Figure 1. Wiring by layer (run 1).
Scale: 4 px per um.
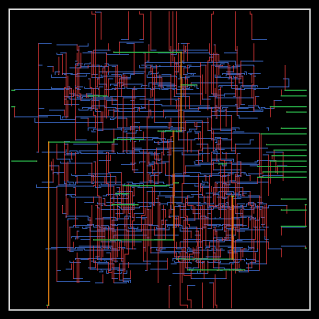
Figure 2. Routing congestion (run 1).
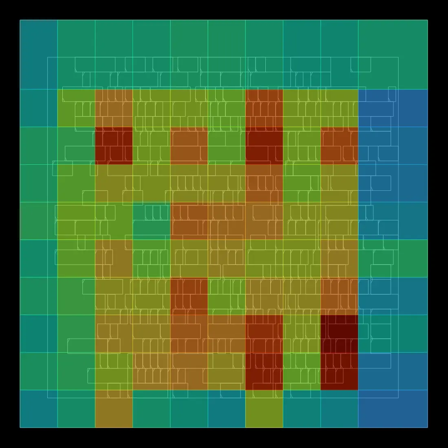
Figure 3. Sequential cells grouped by signal name (run 1).
Scale: 6 px per um.
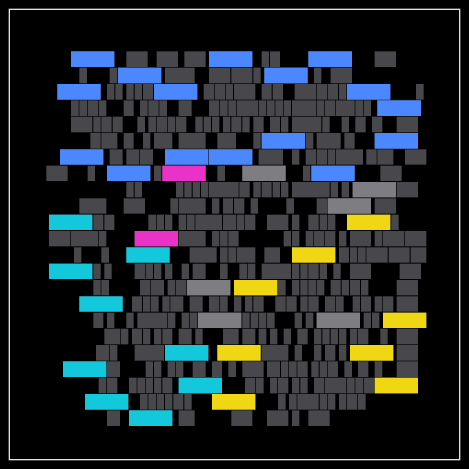
==> config.mk <==
export PLATFORM = sky130hd
export DESIGN_NAME = frame_sequencer
export DESIGN_NICKNAME = d
export VERILOG_FILES = /design/src/rtl/frame_sequencer.sv
export SDC_FILE = /design/constraint.sdc
export NUM_CORES = 1
export LEC_CHECK = 0
export ABC_AREA = 1
export CAP_MARGIN = 20
export CORE_MARGIN = 5
export CORE_UTILIZATION = 54
export DETAILED_ROUTE_END_ITERATION = 10
export PLACE_DENSITY = 0.85
export SYNTH_ARGS = -nofsm -noshare
export SYNTH_HDL_FRONTEND = slang
export SYNTH_SLANG_ARGS = --single-unit
==> constraint.sdc <==
create_clock -name clk -period 4 [get_ports clk]
set_input_delay 0.8 -clock clk [delete_from_list [all_inputs] [get_ports clk]]
set_output_delay 0.8 -clock clk [all_outputs]
set_load 0.005 [all_outputs]
==> notes.md, run 1 <==
flow finished, numbers: total global routing overflow=0, starting density of the core=56.3%, tally of unique sky130hd cells used after synthesis=35, Switching Share=30.8%, simple share=37.9%, Antenna Nets Post-Route=0, die span in y=74.8 um, Lkg Pwr=1.12 nW, weighted congestion reported at the end of routability-driven placement=just under 0.9, critical path launch point type=primary input, Largest register FFs=16, Core ar.=4030 um2, final cell area excluding filler cells=2760 um2, main kind of combinational logic by area=simple AND/OR/NAND/NOR gates, number of hold buffers added after CTS=0, most area-hungry cell type in the Yosys netlist=dfxtp_1, Max Fclk=430 MHz, non-clock buffer contribution to total cell area=13.7%, unrepaired setup endpoints after global routing=false, Final Slew Violations=0, Worst Hold Path Cells=2, IO Count=approximately 40, post-route fraction of the period consumed by the critical path=58.2%, crit path capture type=flip-flop, Synth Instances=between 300 and 400, port buffer count=37, Sum Neg Setup Slack=0 ps, Std-Cell Rows=23, ordered list of cells on the worst path=clkdlybuf4s50_1 > inv_2 > nand2_2 > inv_1 > ha_1 > nand3_1 > inv_1 > nand2_1 > nand3_1 > nand2_1 > a21oi_1, remaining design rule violation count=0, internal power summed over all cells=0.000645 W, sequential share of power=47.3%, multi-input gate share of the layout cell area=between 40% and 50%, Avg Synthesized Cell Area=~6.6 um2, CTS buffer count=5, post-detail-place hpwl=between 3000 and 4000 um, final instance count without filler cells=432, CP Data Required Time=between 4000 and 5000 ps, Die Wd=74.8 um, yosys warns=0, Crit Path Class=primary input to flip-flop, Max stage delay cell, worst path=clkdlybuf4s50_1, number of cell instances on the worst register-to-register path=7, final-report setup violation count=0, initial antenna violation count=0, worst setup slack before clock tree synthesis=1410 ps, biggest cell category by area in the final layout=combinational gates, placed cell area=2670 um2, Area Growth Syn to Fin=21.4%, most frequent logic cell in the layout=nand2_1, worst vdd ir=0.000163 V, clock net sink count=approximately 41, sequential cell area=821 um2, total cells reported by yosys after synthesis=around 340, # Taps=50, clock tree from TritonCTS=built, flop-to-flop setup slack=2320 ps, Nets=between 300 and 400, most frequent logic cells in the routed design=nand2_1 (78), nor2_1 (53), inv_1 (46), clock group share of total power=about 29%, CTS-repair resized insts=0, wire length of the first global-routing pass=8200 um, buffering stage count on the worst path with inverters included=4, detailed-router iteration count before antenna repair=4, Largest Pwr Group=sequential cells, CTS clk-pin slew, worst paths=about 70 ps, count of maximum capacitance violations=0, number of filler instances in the final layout=358, Pwr Density=339 nW/um2, Non-CTS inverters=49, adder and majority cell fraction of the synthesized area=4.41%, xor/xnor cell area share of the yosys netlist=less than 1%, violation tally from detailed-route iteration zero=115, net switching power of the design=~0.00029 W, Multiplexer share=0%, Inst Count DP=425, Worst-Skew Late Latency=290 ps, largest delay contributor family on the critical path=buffers and inverters, number of sequential cells=41, Final Hold Vio Count=0, sequential element share of the synthesized area=36.2%, Non-clock buffers=38, post-synth area from yosys stat=2270 um2, OpenROAD warning count=30, final setup skew=3.63 ps, area share of the leading cell type in the synthesized netlist=a little over a third, clock buf count=7, ys flops=41, Comb area=1220 um2, Critical Path Fanout Max=10, Post CTS Setup Buffer Count=0, fin crit period=2330 ps, delay contributed by the slowest stage of the critical path=510 ps, result of the run=finished clean, fraction of layout cells with a size suffix above 1=6.02%, Hold WS=466 ps, vias in the first global route=1971, worst setup slack after layout=1670 ps, maximum number of pins on one net before global-route repair=20, Root Buffer Master=clkbuf_8, type of the most critical hold path=flip-flop to flip-flop, share of power burned in combinational logic=23.3%
Notes on Figure 1 above:
- met4: orange (wire length 103 um)
- met2: red (wire length 2340 um)
- met1: blue (wire length 2300 um)
- met3: green (wire length 269 um)
final wirelength: 5010 um
wire length per cell: 11.6 um
gr usage total: 18.9%
total number of vias: 2185

Notes on Figure 2 above:
final core area utilization: 68.4%
GR met3 Demand/Resource: 4.41%
met1 GRT Util: 22.7%
GRT Max-Usage Layer: met2

Notes on Figure 3 above:
- `o_frame_cnt`: blue (placed flops 16)
- `state_q`: magenta (placed flops 2)
- `o_skip_cnt`: yellow (placed flops 8)
- `p_q`: cyan (placed flops 9)
sequential fraction of total cell area: 29.8%
P_seq: 0.000442 W

run 1: synthesized netlist by cell type, drive strengths merged:
master	instances
nor2	59
clkinv	1
nand3b	2
a21oi	20
buf	5
nand4	4
conb	1
o21bai	2
o21ai	17
a31oi	3
nor3	7
dfxtp	41
nor3b	2
a41oi	1
ha	8
clkbuf	1
nor4	1
nand3	33
nand2	82
o21a	1
and2	1
xor2	2
inv	48
run 1: worst reg2reg max path, cell delays in order (launching register included):
cell and delay [ps]:
dfxtp_1 340, inv_1 110, ha_1 300, nand3_4 160
nor2_1 190, nand3_1 170, o21ai_0 230, nor2_1 70
run 1: metal layers:
metal	GRT usage [%]	wire [um]	up-vias
li1	-	-	1163
met1	22.7	2300	968
met2	31.5	2340	44
met3	4.41	268	10
met4	9.49	103	0
met5	0	0	-
Figure 4. Routed clock nets over the placement (run 1).
Scale: 4 px per um.
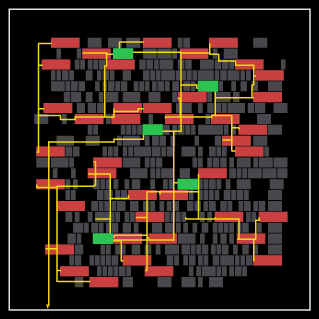

==> run 1 -> run 2 <==
--- a/config.mk
+++ b/config.mk
@@ -8,9 +8,9 @@
 export ABC_AREA = 1
 export CAP_MARGIN = 20
 export CORE_MARGIN = 5
-export CORE_UTILIZATION = 54
+export CORE_UTILIZATION = 52
 export DETAILED_ROUTE_END_ITERATION = 10
-export PLACE_DENSITY = 0.85
+export PLACE_DENSITY = 0.83
 export SYNTH_ARGS = -nofsm -noshare
 export SYNTH_HDL_FRONTEND = slang
 export SYNTH_SLANG_ARGS = --single-unit
==> constraint.sdc (replaced) <==
create_clock -name clk -period 2.25 [get_ports clk]
set_input_delay 0.45 -clock clk [delete_from_list [all_inputs] [get_ports clk]]
set_output_delay 0.45 -clock clk [all_outputs]
set_load 0.005 [all_outputs]
Figure 5. Routed clock nets over the placement (run 2).
Scale: 4 px per um.
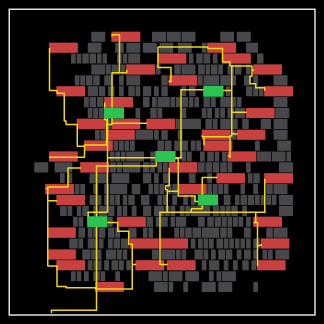
- clock wires: yellow (length 548 um)
- flip-flops: red (count 41)
- cells driving clock nets: green (count 5)
- routed clock nets: 6
- flops lie: widely spread
clock group share of total power: 29.3%
clock group power: 0.000488 W
Worst-Skew Late Latency: 290 ps
final setup skew: 7.91 ps

==> run 2 against run 1 <==
  * Wire length fell by 2.7%
  * Synthesized cell count unchanged
  * Global-route usage fell by 1.4 points
  * Critical path depth fell by 2
  * Cell area rose by 0.36%
  * Hold slack improved by 2.2 ps
  * Clock skew grew 4.3 ps
  * Sequential share of layout area down 0.11 points
  * Largest power group unchanged
==> notes.md, run 2 <==
flow finished, numbers: critical path launch point type=primary input, main kind of combinational logic by area=simple AND/OR/NAND/NOR gates, detailed-router iteration count before antenna repair=4, buffer depth of the longest clock path=2, Inst Count DP=about 430, Antenna Nets Post-Route=0, async set-reset flop share out of synthesis=0%, netlist area before placement=around 2300 um2, starting density of the core=52.9%, worst setup slack after layout=410 ps, Sum Neg Setup Slack=0 ps, fin crit period=around 1800 ps, final instance count without filler cells=435, most frequent logic cell in the layout=nand2_1, port buffer count=37, unrepaired setup endpoints after global routing=false, internal power summed over all cells=between 0.001 and 0.0015 W, total global routing overflow=0, violation tally from detailed-route iteration zero=106, post-DR vias/cell=5.07, flop-to-flop setup slack=610 ps, Avg Synthesized Cell Area=between 6 and 7 um2, final-report setup violation count=0, leading register cell type out of synthesis=dfxtp_1, post-detail-place hpwl=3690 um, number of cell instances on the worst register-to-register path=9, most frequent logic cells in the routed design=nand2_1 (78), nor2_1 (53), inv_1 (46), count of maximum capacitance violations=0, number of antenna cells inserted=0, Top Layer Used=met4, Crit Path Class=primary input to flip-flop, total cells reported by yosys after synthesis=342, result of the run=finished clean, adder and majority cell fraction of the synthesized area=4.41%, area share of the leading cell type in the synthesized netlist=36.2%, ranking of synthesized cells by instance count=nand2_1 (78), nor2_1 (53), inv_1 (46), dfxtp_1 (41), nand3_1 (31), Largest Pwr Group=sequential cells, ys flops=41, combinational power=slightly below 0.0004 W, CTS-repair resized insts=0, Switching Share=between 30% and 40%, Critical Path Fanout Max=5, arrival time worst endpoint=2080 ps, die span in y=about 76 um, number of hold buffers added after CTS=0, Nets=399, chip area=about 5800 um2, total power of the final layout=0.00167 W, Synth top cell by count=nand2_1, fraction of layout cells with a size suffix above 1=6.27%, Multiplexer share=0%, count of library flops with an enable pin=0, post-route fraction of the period consumed by the critical path=81.8%, wire length of the first global-routing pass=8650 um, total number of H-tree levels=2, OpenROAD warning count=30, remaining design rule violation count=0, Std-Cell Rows=24, simple share=37.9%, Post CTS Setup Buffer Count=0, detailed route wirelength on metal2=approximately 2300 um, share of power burned in combinational logic=23.5%, AND-OR/OR-AND share of the synthesized area=10.5%, sequential element share of the synthesized area=36.2%, GR met3 Demand/Resource=3.78%, clock net sink count=41, Comb area=roughly 1200 um2, sequential cell area=821 um2, CTS clk-pin slew, worst paths=approximately 80 ps, Lkg Pwr=1.13 nW, Max Fclk=543 MHz, net switching power of the design=0.000517 W, Root Buffer Master=clkbuf_8, Largest register FFs=16, initial antenna violation count=0, xor/xnor cell area share of the yosys netlist=0.772%, most area-hungry cell type in the Yosys netlist=dfxtp_1, type of the most critical hold path=flip-flop to flip-flop, met1 layer wirelength in the final routing=2220 um, number of filler instances in the final layout=~380, final core area utilization=around 64%, Core ar.=approximately 4300 um2, Area Growth Syn to Fin=21.8%, CTS buffer count=5, clock tree from TritonCTS=built, GRT Max-Usage Layer=met2, weighted congestion reported at the end of routability-driven placement=0.871, met1 GRT Util=21.3%, Worst Hold Path Cells=2, yosys warns=0, IO Count=40, met3 routed wirelength=257 um, Final Slew Violations=0, tally of unique sky130hd cells used after synthesis=35, Pwr Density=approximately 600 nW/um2, P_seq=0.000786 W, crit path capture type=flip-flop, dominant cells by area after synthesis=dfxtp_1 (36%), nand2_1 (13%), nor2_1 (8.8%), worst setup slack before clock tree synthesis=160 ps, CP Data Required Time=around 2500 ps, Synth Instances=342, sequential share of power=a little under half, Die Wd=76.1 um, vias in the first global route=2035, Final Hold Vio Count=0, post-synth area from yosys stat=2270 um2, worst vdd ir=0.000353 V, maximum number of pins on one net before global-route repair=20, GR Layer Usage met2=29.3%
Figure 6. Wiring by layer (run 2).
Scale: 4 px per um.
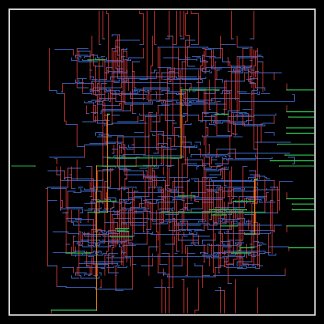
- met2: red (wire length 2310 um)
- met3: green (wire length 257 um)
- met4: orange (wire length 91.1 um)
- met1: blue (wire length 2220 um)
wire length per cell: 11.2 um
gr usage total: 17.5%
final wirelength: 4880 um
total number of vias: 2207

[run 2: cell counts after synthesis]
No cell type changed its count.
[run 2: area by class of cell]
cell class | count | share of cell area [%]
tap | 52 | 2.35
sequential | 41 | 29.7
timing repair buffer | 39 | 13.9
clock buffer | 7 | 3.12
multi-input combinational | 247 | 44.3
inverter | 49 | 6.65
[run 2: stage by stage]
stage | cell area, um2 | hold slack, ps
after floorplan | 2270 | 454
after global placement | 2680 | 453
after detailed placement | 2680 | 461
after CTS | 2770 | 473
after global routing | 2770 | 489
final | 2770 | 468
[run 2: critical path, stage by stage]
cell and delay [ps]:
clkdlybuf4s50_1 490, nor2_1 220, ha_1 210, nand3_1 150, nor2_1 200, nand3_1 120, nand3b_1 100, nand2_1 50
nor2_1 80
Power figures rest on the tool's default switching activity, not on a simulated workload.
